### config.mk
export PLATFORM = sky130hd
export DESIGN_NAME = mem_port_arbiter
export DESIGN_NICKNAME = d
export VERILOG_FILES = /design/src/rtl/mem_arb_pkg.sv /design/src/rtl/mem_arb_starve_counter.sv /design/src/rtl/mem_port_arbiter.sv
export SDC_FILE = /design/constraint.sdc
export NUM_CORES = 1
export LEC_CHECK = 0
export ABC_AREA = 1
export CAP_MARGIN = 10
export CORE_UTILIZATION = 41
export CTS_CLUSTER_DIAMETER = 150
export CTS_CLUSTER_SIZE = 10
export DETAILED_ROUTE_END_ITERATION = 7
export HOLD_SLACK_MARGIN = 0.06
export PLACE_DENSITY_LB_ADDON = 0.08
export SLEW_MARGIN = 40
export SYNTH_ARGS = -nofsm -noshare
export SYNTH_HDL_FRONTEND = slang
export SYNTH_SLANG_ARGS = --single-unit
### constraint.sdc
create_clock -name clk -period 1.85 [get_ports clk]
set_clock_uncertainty 0.05 [all_clocks]
set_input_delay 0.4625 -clock clk [delete_from_list [all_inputs] [get_ports clk]]
set_output_delay 0.4625 -clock clk [all_outputs]
set_load 0.03 [all_outputs]
### src/rtl/mem_arb_pkg.sv
// mem_arb_pkg: shared FSM state encoding and owner codes for the memory port arbiter
package mem_arb_pkg;
    typedef enum logic [1:0] {
        IDLE = 2'd0,
        BUSY = 2'd1,
        RESP = 2'd2
    } state_t;
    localparam logic [1:0] OWN_NONE = 2'b00;
    localparam logic [1:0] OWN_INST = 2'b01;
    localparam logic [1:0] OWN_DATA = 2'b10;
endpackage

### src/rtl/mem_arb_starve_counter.sv
// mem_arb_starve_counter: saturating up-counter flagging when it reaches LIMIT
//  clk, reset (async active-low), inc (count up, saturates at LIMIT),
//  clr (return to 0, wins over inc), at_limit (count equals LIMIT)
module mem_arb_starve_counter #(
    parameter int LIMIT = 8
) (
    input  logic clk,
    input  logic reset,
    input  logic inc,
    input  logic clr,
    output logic at_limit
);
    localparam int W = $clog2(LIMIT + 1);
    logic [W-1:0] cnt_q, cnt_d;
    assign at_limit = cnt_q == W'(LIMIT);
    always_comb cnt_d = clr ? '0 : (inc && !at_limit) ? cnt_q + 1'b1 : cnt_q;
    always_ff @(posedge clk or negedge reset)
        if (!reset) cnt_q <= '0;
        else        cnt_q <= cnt_d;
endmodule

### src/rtl/mem_port_arbiter.sv
// mem_port_arbiter: shares one memory port between instruction refill and data load/store
//  Ports: clk, reset (async active-low)
//   i_req/i_addr -> i_valid/i_rdata : instruction refill (read-only, mem_be forced to 4'hF)
//   d_req/d_we/d_addr/d_wdata/d_be -> d_valid/d_rdata : data load/store
//   mem_addr/mem_ren/mem_wen/mem_wdata/mem_be -> memory, mem_rdata/mem_ready <- memory
//   owner : 00 none, 01 instruction, 10 data; err : watchdog abort pulse
//  Build option ARB_TIMEOUT_EN adds a mem_ready watchdog (TIMEOUT_CYC); without it err is 0.
module mem_port_arbiter import mem_arb_pkg::*; #(
    parameter int ADDR_W       = 32,
    parameter int DATA_W       = 32,
    parameter int STARVE_LIMIT = 8
`ifdef ARB_TIMEOUT_EN
    ,
    parameter int TIMEOUT_CYC  = 64
`endif
) (
    input  logic              clk,
    input  logic              reset,
    input  logic              i_req,
    input  logic [ADDR_W-1:0] i_addr,
    output logic              i_valid,
    output logic [DATA_W-1:0] i_rdata,
    input  logic              d_req,
    input  logic              d_we,
    input  logic [ADDR_W-1:0] d_addr,
    input  logic [DATA_W-1:0] d_wdata,
    input  logic [3:0]        d_be,
    output logic              d_valid,
    output logic [DATA_W-1:0] d_rdata,
    output logic [ADDR_W-1:0] mem_addr,
    output logic              mem_ren,
    output logic              mem_wen,
    output logic [DATA_W-1:0] mem_wdata,
    output logic [3:0]        mem_be,
    input  logic [DATA_W-1:0] mem_rdata,
    input  logic              mem_ready,
    output logic [1:0]        owner,
    output logic              err
);
    state_t            state_q, state_d;
    logic [1:0]        win_q, win_d;
    logic [ADDR_W-1:0] addr_q, addr_d;
    logic              we_q, we_d;
    logic [DATA_W-1:0] wdata_q, wdata_d;
    logic [3:0]        be_q, be_d;
    logic [DATA_W-1:0] i_rdata_q, i_rdata_d;
    logic [DATA_W-1:0] d_rdata_q, d_rdata_d;
    logic              starved, grant_i, decide, timeout, done;
    logic [DATA_W-1:0] rd_val;

    // Data normally wins; a starved instruction request takes the grant instead.
    assign decide  = state_q == IDLE && (i_req || d_req);
    assign grant_i = i_req && (!d_req || starved);

    mem_arb_starve_counter #(.LIMIT(STARVE_LIMIT)) u_starve (
        .clk      (clk),
        .reset    (reset),
        .inc      (decide && i_req && !grant_i),
        .clr      (decide && grant_i),
        .at_limit (starved)
    );

`ifdef ARB_TIMEOUT_EN
    logic wd_limit;
    logic err_q;
    // Limit is one less than TIMEOUT_CYC: the abort fires on the edge closing the last allowed BUSY cycle.
    mem_arb_starve_counter #(.LIMIT(TIMEOUT_CYC - 1)) u_watchdog (
        .clk      (clk),
        .reset    (reset),
        .inc      (state_q == BUSY),
        .clr      (state_q != BUSY),
        .at_limit (wd_limit)
    );
    assign timeout = state_q == BUSY && !mem_ready && wd_limit;
    assign err     = err_q;
    always_ff @(posedge clk or negedge reset)
        if (!reset) err_q <= 1'b0;
        else        err_q <= timeout;
`else
    assign timeout = 1'b0;
    assign err     = 1'b0;
`endif

    assign done   = state_q == BUSY && (mem_ready || timeout);
    assign rd_val = mem_ready ? mem_rdata : '0;

    always_comb begin
        state_d   = state_q;
        win_d     = win_q;
        addr_d    = addr_q;
        we_d      = we_q;
        wdata_d   = wdata_q;
        be_d      = be_q;
        i_rdata_d = i_rdata_q;
        d_rdata_d = d_rdata_q;
        if (decide) begin
            state_d = BUSY;
            win_d   = grant_i ? OWN_INST : OWN_DATA;
            addr_d  = grant_i ? i_addr : d_addr;
            we_d    = !grant_i && d_we;
            wdata_d = grant_i ? '0 : d_wdata;
            be_d    = grant_i ? 4'hF : d_be;
        end
        if (done) begin
            state_d = RESP;
            // Completed writes leave d_rdata alone; an aborted access returns zero.
            if (win_q == OWN_INST) i_rdata_d = rd_val;
            else if (!we_q || !mem_ready) d_rdata_d = rd_val;
        end
        if (state_q == RESP) state_d = IDLE;
    end

    always_ff @(posedge clk or negedge reset)
        if (!reset) begin
            state_q   <= IDLE;
            win_q     <= OWN_NONE;
            addr_q    <= '0;
            we_q      <= 1'b0;
            wdata_q   <= '0;
            be_q      <= '0;
            i_rdata_q <= '0;
            d_rdata_q <= '0;
        end else begin
            state_q   <= state_d;
            win_q     <= win_d;
            addr_q    <= addr_d;
            we_q      <= we_d;
            wdata_q   <= wdata_d;
            be_q      <= be_d;
            i_rdata_q <= i_rdata_d;
            d_rdata_q <= d_rdata_d;
        end

    // Enables decode from the state register so they drop the instant reset asserts.
    assign mem_ren   = state_q == BUSY && !we_q;
    assign mem_wen   = state_q == BUSY && we_q;
    assign mem_addr  = addr_q;
    assign mem_wdata = wdata_q;
    assign mem_be    = be_q;
    assign owner     = state_q == IDLE ? OWN_NONE : win_q;
    assign i_valid   = state_q == RESP && win_q == OWN_INST;
    assign d_valid   = state_q == RESP && win_q == OWN_DATA;
    assign i_rdata   = i_rdata_q;
    assign d_rdata   = d_rdata_q;
endmodule
Figure 1. Port wiring (run 1).
Scale bar: 20 um.
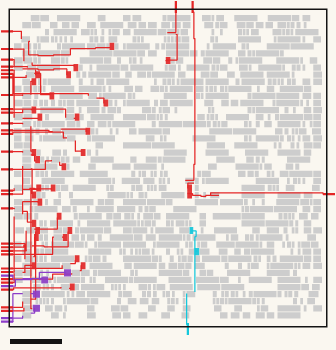
d_addr -> red  # bits 32, direction input, end cells 32, buffers 32, wire 846 um
d_be -> purple  # bits 4, direction input, end cells 4, buffers 4, wire 60.2 um
mem_ready -> cyan  # bits 1, direction input, end cells 2, buffers 1, wire 39.3 um
I/O Pins: 277
IO buf count: 275

Figure 2. Sequential cells coloured by netlist name (run 1).
Scale bar: 20 um. Other sequential cells in the stronger grey, the rest of the logic in the fainter grey.
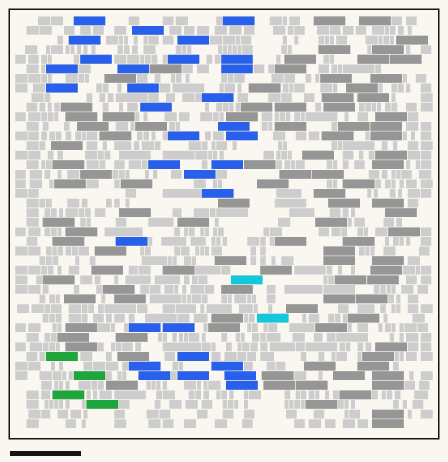
state_q -> cyan  # placed flops 2
mem_wdata -> blue  # placed flops 32
mem_be -> green  # placed flops 4, where lower left
not coloured = 103

Figure 3. Cell density map (run 1).
Scale bar: 20 um. 12 x 12 tiles, from white (low) to dark blue (high), 0 to 100% covered.
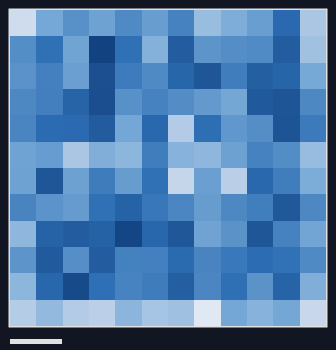
mean over tiles = 62%
fullest tile = 93%
tiles over 75% full = 26%
Init Core Util: 0.421
fin util: 0.678
core area: 13900 sq um

==> out/metrics.csv, run 1 <==
stage;metric;value;unit
run_status;status;finished clean;
global_route;first-pass GRT wire length;27500;um
die;Die W;121;um
timing;Hold Vio Cnt, Final;0;
die;# rows;43;
timing;Total Neg Setup Slack;0;ns
setup_path;CP startpoint;state_q[0];
logic_synthesis;Yosys top cell by area;dfrtp_1;
timing;final hold slack;0.413;ns
layout;Layout area overhead;61.1;%
logic_synthesis;Synth Flop Type;dfrtp_1;
job;Max Cap Viol;0;
power;sequential group share of total power;0.312;
logic_synthesis;synthesized area;5850;sq um
timing;Max Slew Vio Count;0;
logic_synthesis;syn_area_per_cell;9.02;sq um
clock_tree;clk buf depth;2;
clock_tree;root buffer cell;clkbuf_16;
job;Log Warnings;27;
layout;layout cells sized above 1;0.0839;
global_route;largest net degree at the start of global routing;65;
setup_path;crit path DRT;1.34;ns
layout;Filler cells;1156;
global_route;global route total overflow;0;
placement;routability cong.;0.806;
setup_path;r2r setup slk;0.29;ns
setup_path;reg2reg path depth;8;
routing;DRC;0;
logic_synthesis;biggest area cells;dfrtp_1, nand3_1, nand2_1;
setup_path;endpoint class of the critical path;primary output;
timing;# setup viols final;0;
routing;drt wl/cell;15.5;um
global_route;initial antenna violation count;0;
clock_tree;clock sink total;141;
global_route;vias in the first global route;5508;
setup_path;worst r2r src;state_q[1];
layout;register area;3530;sq um
setup_path;crit path kind;flip-flop to primary output;
logic_synthesis;Post-synth EDFFs;0;
die;Die Y;121;um
timing;cycle use final;0.969;
logic_synthesis;synthesis-stage register bit count;141;
logic_synthesis;FFs w/ async S/R, synth;1.00;
logic_synthesis;Seq/Total Area, Yosys;0.604;
logic_synthesis;# Cells Yosys;648;
layout;Top cell excl fill/tap;nand2_1;
power;clock share of power;0.210;
logic_synthesis;Yosys Chip Area;5850;sq um
worst_hold_path;worst min path class;flip-flop to flip-flop;
setup_path;crit path capture;d_valid;
routing;DR pass1 iterations;4;
layout;Logic cell area;1910;sq um
routing;DR vias/cell;4.94;
power;Power Internal;9630;uW
timing;max frequency;558;MHz
power;switching power total;7380;uW
placement;DP Wirelength;12500;um
logic_synthesis;warnings from Yosys;0;
timing;fin crit period;1.79;ns
die;chip area;14700;sq um
layout;diode count;0;
logic_synthesis;Post-Synthesis Cells;648;
clock_tree;TritonCTS clock tree;done;
power;peak supply drop;0.801;mV
setup_path;reg2reg end;i_rdata[26];
setup_path;Max Fanout on Critical Path;3;
logic_synthesis;Unique masters post-synth;23;
routing;Routed WL;17400;um
logic_synthesis;Yosys top cell area share;0.604;
power;Power Total;17000;uW
routing;post-route ant nets;0;
clock_tree;Clock Latency Late Sink;0.41;ns
clock_tree;Clock Pin Slew Worst Setup and Hold Paths;0.06;ns
placement;cell count after placement;1084;
routing;1st-iter DRT viols;333;
power;Switching Fraction;0.434;
global_route;Tot GR Track Use;0.243;
routing;via count;5547;
setup_path;WP data arrival;1.28;ns
layout;most numerous logic cells after layout;nand2_1, dfrtp_1, clkdlybuf4s50_1;
clock_tree;TritonCTS buffer count;17;
layout;fin nets;1070;
layout;final non-filler cell total;1122;
setup_path;crit start category;flip-flop;
power;Combinational Power Share;0.478;
power;PD cells;1810;nW/um^2
power;Leak Pwr;0.00476;uW
clock_tree;H-tree Lvls;4;
logic_synthesis;Floorplan Nets;788;
[run 1: layer usage]
metal  global-route usage  wire [um]  vias to the layer above
li1                     -          -                     2652
met1                0.292       6930                     2652
met2                0.410       8750                      219
met3               0.0672       1330                       24
met4                0.101        378                        0
met5                    0          0                        -
[run 1: area by class of cell]
cell class | count | area share
sequential | 141 | 0.375
timing repair buffer | 304 | 0.312
multi-input combinational | 413 | 0.202
clock buffer | 20 | 0.0485
tap | 180 | 0.0239
inverter | 53 | 0.0211
clock inverter | 11 | 0.0177
[run 1: cell families (layout without fill, tap and decap cells)]
family,after synthesis,count (layout),share of synthesized area
other,1,1,0.000642
DFF,141,141,0.604
xor gates and xnor gates,1,1,0.00150
adders and majority gates,2,2,0.00428
buffers and inverters,94,388,0.0758
AOI/OAI and AO/OA,72,72,0.0623
and+or+nand+nor,337,337,0.252
[run 1: registers in the layout, summed over array words and instances, names as in the netlist]
signal	flops
i_rdata	32
mem_addr	32
mem_be	4
we_q	1
d_rdata	32
mem_wdata	32
win_q	2
state_q	2
u_starve.cnt_q	4
[run 1: critical path, cell delays in order, from the launching register on]
cell and delay, ns:
dfrtp_1 0.39, inv_2 0.09, nand2_1 0.08, nor3_2 0.12
buf_4 0.19
[run 1: cell usage after synthesis, types with 2 or more instances]
cell type / number
a21oi_1: 36
buf_2: 27
buf_4: 5
buf_6: 5
clkbuf_1: 4
dfrtp_1: 141
ha_1: 2
inv_1: 50
inv_2: 3
nand2_1: 152
nand2_2: 2
nand3_1: 135
nand3b_1: 4
nor2_1: 38
nor2_2: 3
o21ai_0: 3
o21ai_1: 32
[run 1: metrics by stage]
step	instance area (sq um)	worst slack, ns
after global placement	8890	0.000103
after detailed placement	8890	-0.0460
after floorplan	5850	0.162
after global routing	9420	-0.000192
after CTS	9370	0.0184
final	9420	0.0579
[run 1: power groups by stage]
stage | combinational [uW] | clock, uW | sequential, uW
final | 8130 | 3570 | 5310
after global routing | 8760 | 3770 | 5480
after CTS | 8110 | 3630 | 5300
after detailed placement | 8990 | 0 | 5370
after global placement | 8840 | 0 | 5310
after floorplan | 2370 | 0 | 7950
[run 1: worst min-delay path by stage]
stage                   from       endpoint  slack [ns]  cells after the start
2_1_floorplan          reset     d_rdata[0]        0.12                      0
3_3_place_gp           reset    d_rdata[10]        0.28                      1
3_5_place_dp           reset     d_rdata[4]        0.28                      1
4_1_cts                reset     i_rdata[5]        0.41                      2
5_1_grt        mem_wdata[19]  mem_wdata[19]        0.43                      2
6_report       mem_wdata[11]  mem_wdata[11]        0.41                      2
[run 1: timing repair]
action / 4_1_cts / 5_1_grt
pin swaps: 0 / 3
gates resized: 133 / 5
setup endpoints to repair: 136 / 4
hold buffers: 1 / 0
buffers inserted: 2 / 4
endpoints found under the hold margin: 19 / 0
==> run 2, diff against run 1 <==
--- a/config.mk
+++ b/config.mk
@@ -9,7 +9,6 @@
 export CAP_MARGIN = 10
 export CORE_UTILIZATION = 41
 export CTS_CLUSTER_DIAMETER = 150
-export CTS_CLUSTER_SIZE = 10
 export DETAILED_ROUTE_END_ITERATION = 7
 export HOLD_SLACK_MARGIN = 0.06
 export PLACE_DENSITY_LB_ADDON = 0.08
Figure 4. Sequential cells coloured by netlist name (run 2).
Scale bar: 20 um. Other sequential cells in the stronger grey, the rest of the logic in the fainter grey.
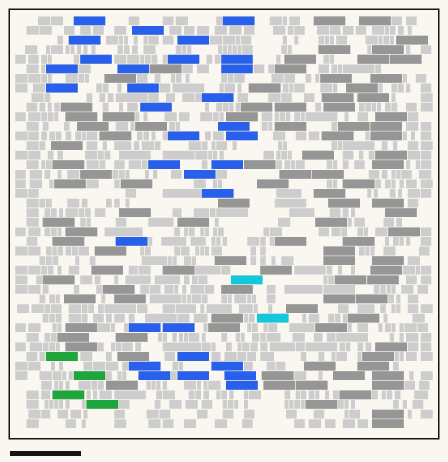
state_q -> cyan  # placed flops 2
mem_be -> green  # placed flops 4, where lower left
mem_wdata -> blue  # placed flops 32
not coloured = 103

Figure 5. Cell density map (run 2).
Scale bar: 20 um. 12 x 12 tiles, from white (low) to dark blue (high), 0 to 100% covered.
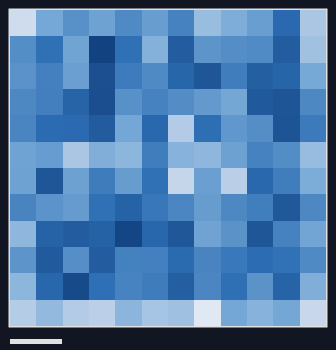
tiles over 75% full = 26%
fullest tile = 93%
mean over tiles = 62%

==> run 2 against run 1 <==
  * Worst hold slack stayed put
  * Non-clock buffer count stayed put
  * Power unchanged
  * Critical endpoint unchanged
  * Count of clock-buffer cells in the layout unchanged
  * Global-route usage is the same
  * Setup slack did not move
  * Sequential cell count did not move
  * Utilization unchanged
  * Combinational power about the same
  * Die size unchanged
  * Cell count did not move
==> out/metrics.csv, run 2 <==
stage;metric;value;unit
run_status;status;finished clean;
logic_synthesis;Basic Gates by Area;0.252;
job;Log Warnings;27;
power;Power Internal;9630;uW
power;clock share of power;0.210;
die;Init Core Util;0.421;
setup_path;endpoint class of the critical path;primary output;
layout;diode count;0;
global_route;largest net degree at the start of global routing;65;
logic_synthesis;XOR/XNOR Fraction of Synth Area;0.00150;
clock_tree;TritonCTS buffer count;17;
clock_tree;TritonCTS clock tree;done;
logic_synthesis;Post-synth top cells;nand2_1, dfrtp_1, nand3_1;
logic_synthesis;warnings from Yosys;0;
global_route;global route total overflow;0;
logic_synthesis;Floorplan Nets;788;
placement;dpl cell area;8890;sq um
setup_path;crit path kind;flip-flop to primary output;
power;Power Total;17000;uW
power;PD cells;1810;nW/um^2
job;Max Cap Viol;0;
logic_synthesis;Yosys Chip Area;5850;sq um
placement;cell count after placement;1084;
logic_synthesis;MUX area fraction;0;
global_route;first-pass GRT wire length;27500;um
setup_path;WP data arrival;1.28;ns
worst_hold_path;Hold Path End;mem_wdata[11];
logic_synthesis;Post-synth EDFFs;0;
logic_synthesis;biggest area cells;dfrtp_1, nand3_1, nand2_1;
global_route;initial antenna violation count;0;
timing;Max Slew Vio Count;0;
layout;final non-filler cell total;1122;
clock_tree;H-tree Lvls;4;
setup_path;reg2reg end;i_rdata[26];
routing;post-route ant nets;0;
clock_tree;root buffer cell;clkbuf_16;
logic_synthesis;synthesis-stage register bit count;141;
layout;layout cells sized above 1;0.0839;
timing;Hold Vio Cnt, Final;0;
global_route;vias in the first global route;5508;
logic_synthesis;most instantiated library cell after synthesis;nand2_1;
setup_path;worst r2r src;state_q[1];
setup_path;Max Fanout on Critical Path;3;
timing;fin crit period;1.79;ns
routing;DRC;0;
routing;DR vias/cell;4.94;
die;core area;13900;sq um
logic_synthesis;Yosys top cell by area;dfrtp_1;
power;peak supply drop;0.801;mV
setup_path;CP Cell Sequence;inv_2 -> nand2_1 -> nor3_2 -> buf_4;
placement;routability cong.;0.806;
setup_path;reg2reg path depth;8;
logic_synthesis;synthesized area;5850;sq um
worst_hold_path;Hold Path Depth;2;
power;Combinational Power Share;0.478;
die;Die W;121;um
routing;Routed WL;17400;um
layout;fin nets;1070;
logic_synthesis;Yosys top cell area share;0.604;
logic_synthesis;Seq/Total Area, Yosys;0.604;
routing;drt wl/cell;15.5;um
placement;IO buf count;275;
routing;DR pass1 iterations;4;
logic_synthesis;Synth Flop Type;dfrtp_1;
clock_tree;clock sink total;141;
clock_tree;Clock Pin Slew Worst Setup and Hold Paths;0.06;ns
die;chip area;14700;sq um
layout;Top cell excl fill/tap;nand2_1;
layout;Layout area overhead;61.1;%
power;Leak Pwr;0.00476;uW
die;# rows;43;
logic_synthesis;syn_area_per_cell;9.02;sq um
setup_path;crit start category;flip-flop;
timing;final hold slack;0.413;ns
power;Switching Fraction;0.434;
timing;max frequency;558;MHz
worst_hold_path;Worst Hold Launch;mem_wdata[11];
logic_synthesis;Post-Synthesis Cells;648;
power;sequential group share of total power;0.312;
timing;cycle use final;0.969;
clock_tree;Clock Latency Late Sink;0.41;ns
logic_synthesis;FFs w/ async S/R, synth;1.00;
logic_synthesis;# Cells Yosys;648;
setup_path;largest stage delay on the critical path;0.39;ns
layout;most numerous logic cells after layout;nand2_1, dfrtp_1, clkdlybuf4s50_1;
die;I/O Pins;277;
logic_synthesis;Synth Area in Compound Gates;0.0623;
logic_synthesis;Adder Area Share;0.00428;
logic_synthesis;Unique masters post-synth;23;
placement;DP Wirelength;12500;um
worst_hold_path;worst min path class;flip-flop to flip-flop;
clock_tree;clk buf depth;2;
power;switching power total;7380;uW
layout;final instance area;9420;sq um
-- run 2: worst max path at each step --
| stage | cells past startpoint | to | start |
|---|---|---|---|
| floorplan | 3 | d_valid | state_q[0] |
| finish | 4 | d_valid | state_q[0] |
| global placement | 7 | u_starve.cnt_q[3] | i_req |
| detailed placement | 6 | mem_addr[20] | d_req |
| CTS | 5 | owner[0] | state_q[1] |
| global route | 4 | i_valid | state_q[0] |
-- run 2: per-layer routing --
metal | up-vias | track usage | wire length (um)
met4 | 0 | 0.101 | 378
met3 | 24 | 0.0672 | 1330
met2 | 219 | 0.410 | 8750
met5 | - | 0 | 0
met1 | 2652 | 0.292 | 6930
li1 | 2652 | - | -
-- run 2: cells by family after synthesis --
group	Yosys count
buf+inv	94
flops	141
other cells	1
fa+ha+maj	2
xor+xnor	1
simple gates	337
compound gates	72
-- run 2: through the flow --
| step | setup WS, ns | setup TNS (ns) | util |
|---|---|---|---|
| final | 0.0579 | 0 | 0.678 |
| after global routing | -0.000192 | -0.000341 | 0.678 |
| after CTS | 0.0184 | 0 | 0.675 |
| after detailed placement | -0.0460 | -0.681 | 0.640 |
| after global placement | 0.000103 | 0 | 0.640 |
| after floorplan | 0.162 | 0 | - |
-- run 2: power groups by stage --
stage                     combinational, uW  sequential (uW)  clock (uW)
after floorplan                        2370             7950           0
after global placement                 8840             5310           0
after detailed placement               8990             5370           0
after CTS                              8110             5300        3630
after global routing                   8760             5480        3770
final                                  8130             5310        3570
-- run 2: cell type report --
type	count	area, sq um
clock buffer	20	457
clock inverter	11	166
fill	1156	4460
inverter	53	199
multi-input combinational	413	1910
sequential	141	3530
tap	180	225
timing repair buffer	304	2940
-- run 2: what timing repair did --
item	CTS	global route
buffers inserted	2	4
pin swaps	0	3
hold endpoints to repair	19	0
resized	133	5
hold buffers	1	0
endpoints found under the setup margin	136	4
-- run 2: critical path: cells and delay by family, from the launching register on --
kind | cells | cell delay [ns]
flops | 1 | 0.39
buf+inv | 2 | 0.28
simple gates | 2 | 0.20
No activity file was given, so power comes from the tool's default toggle rates.
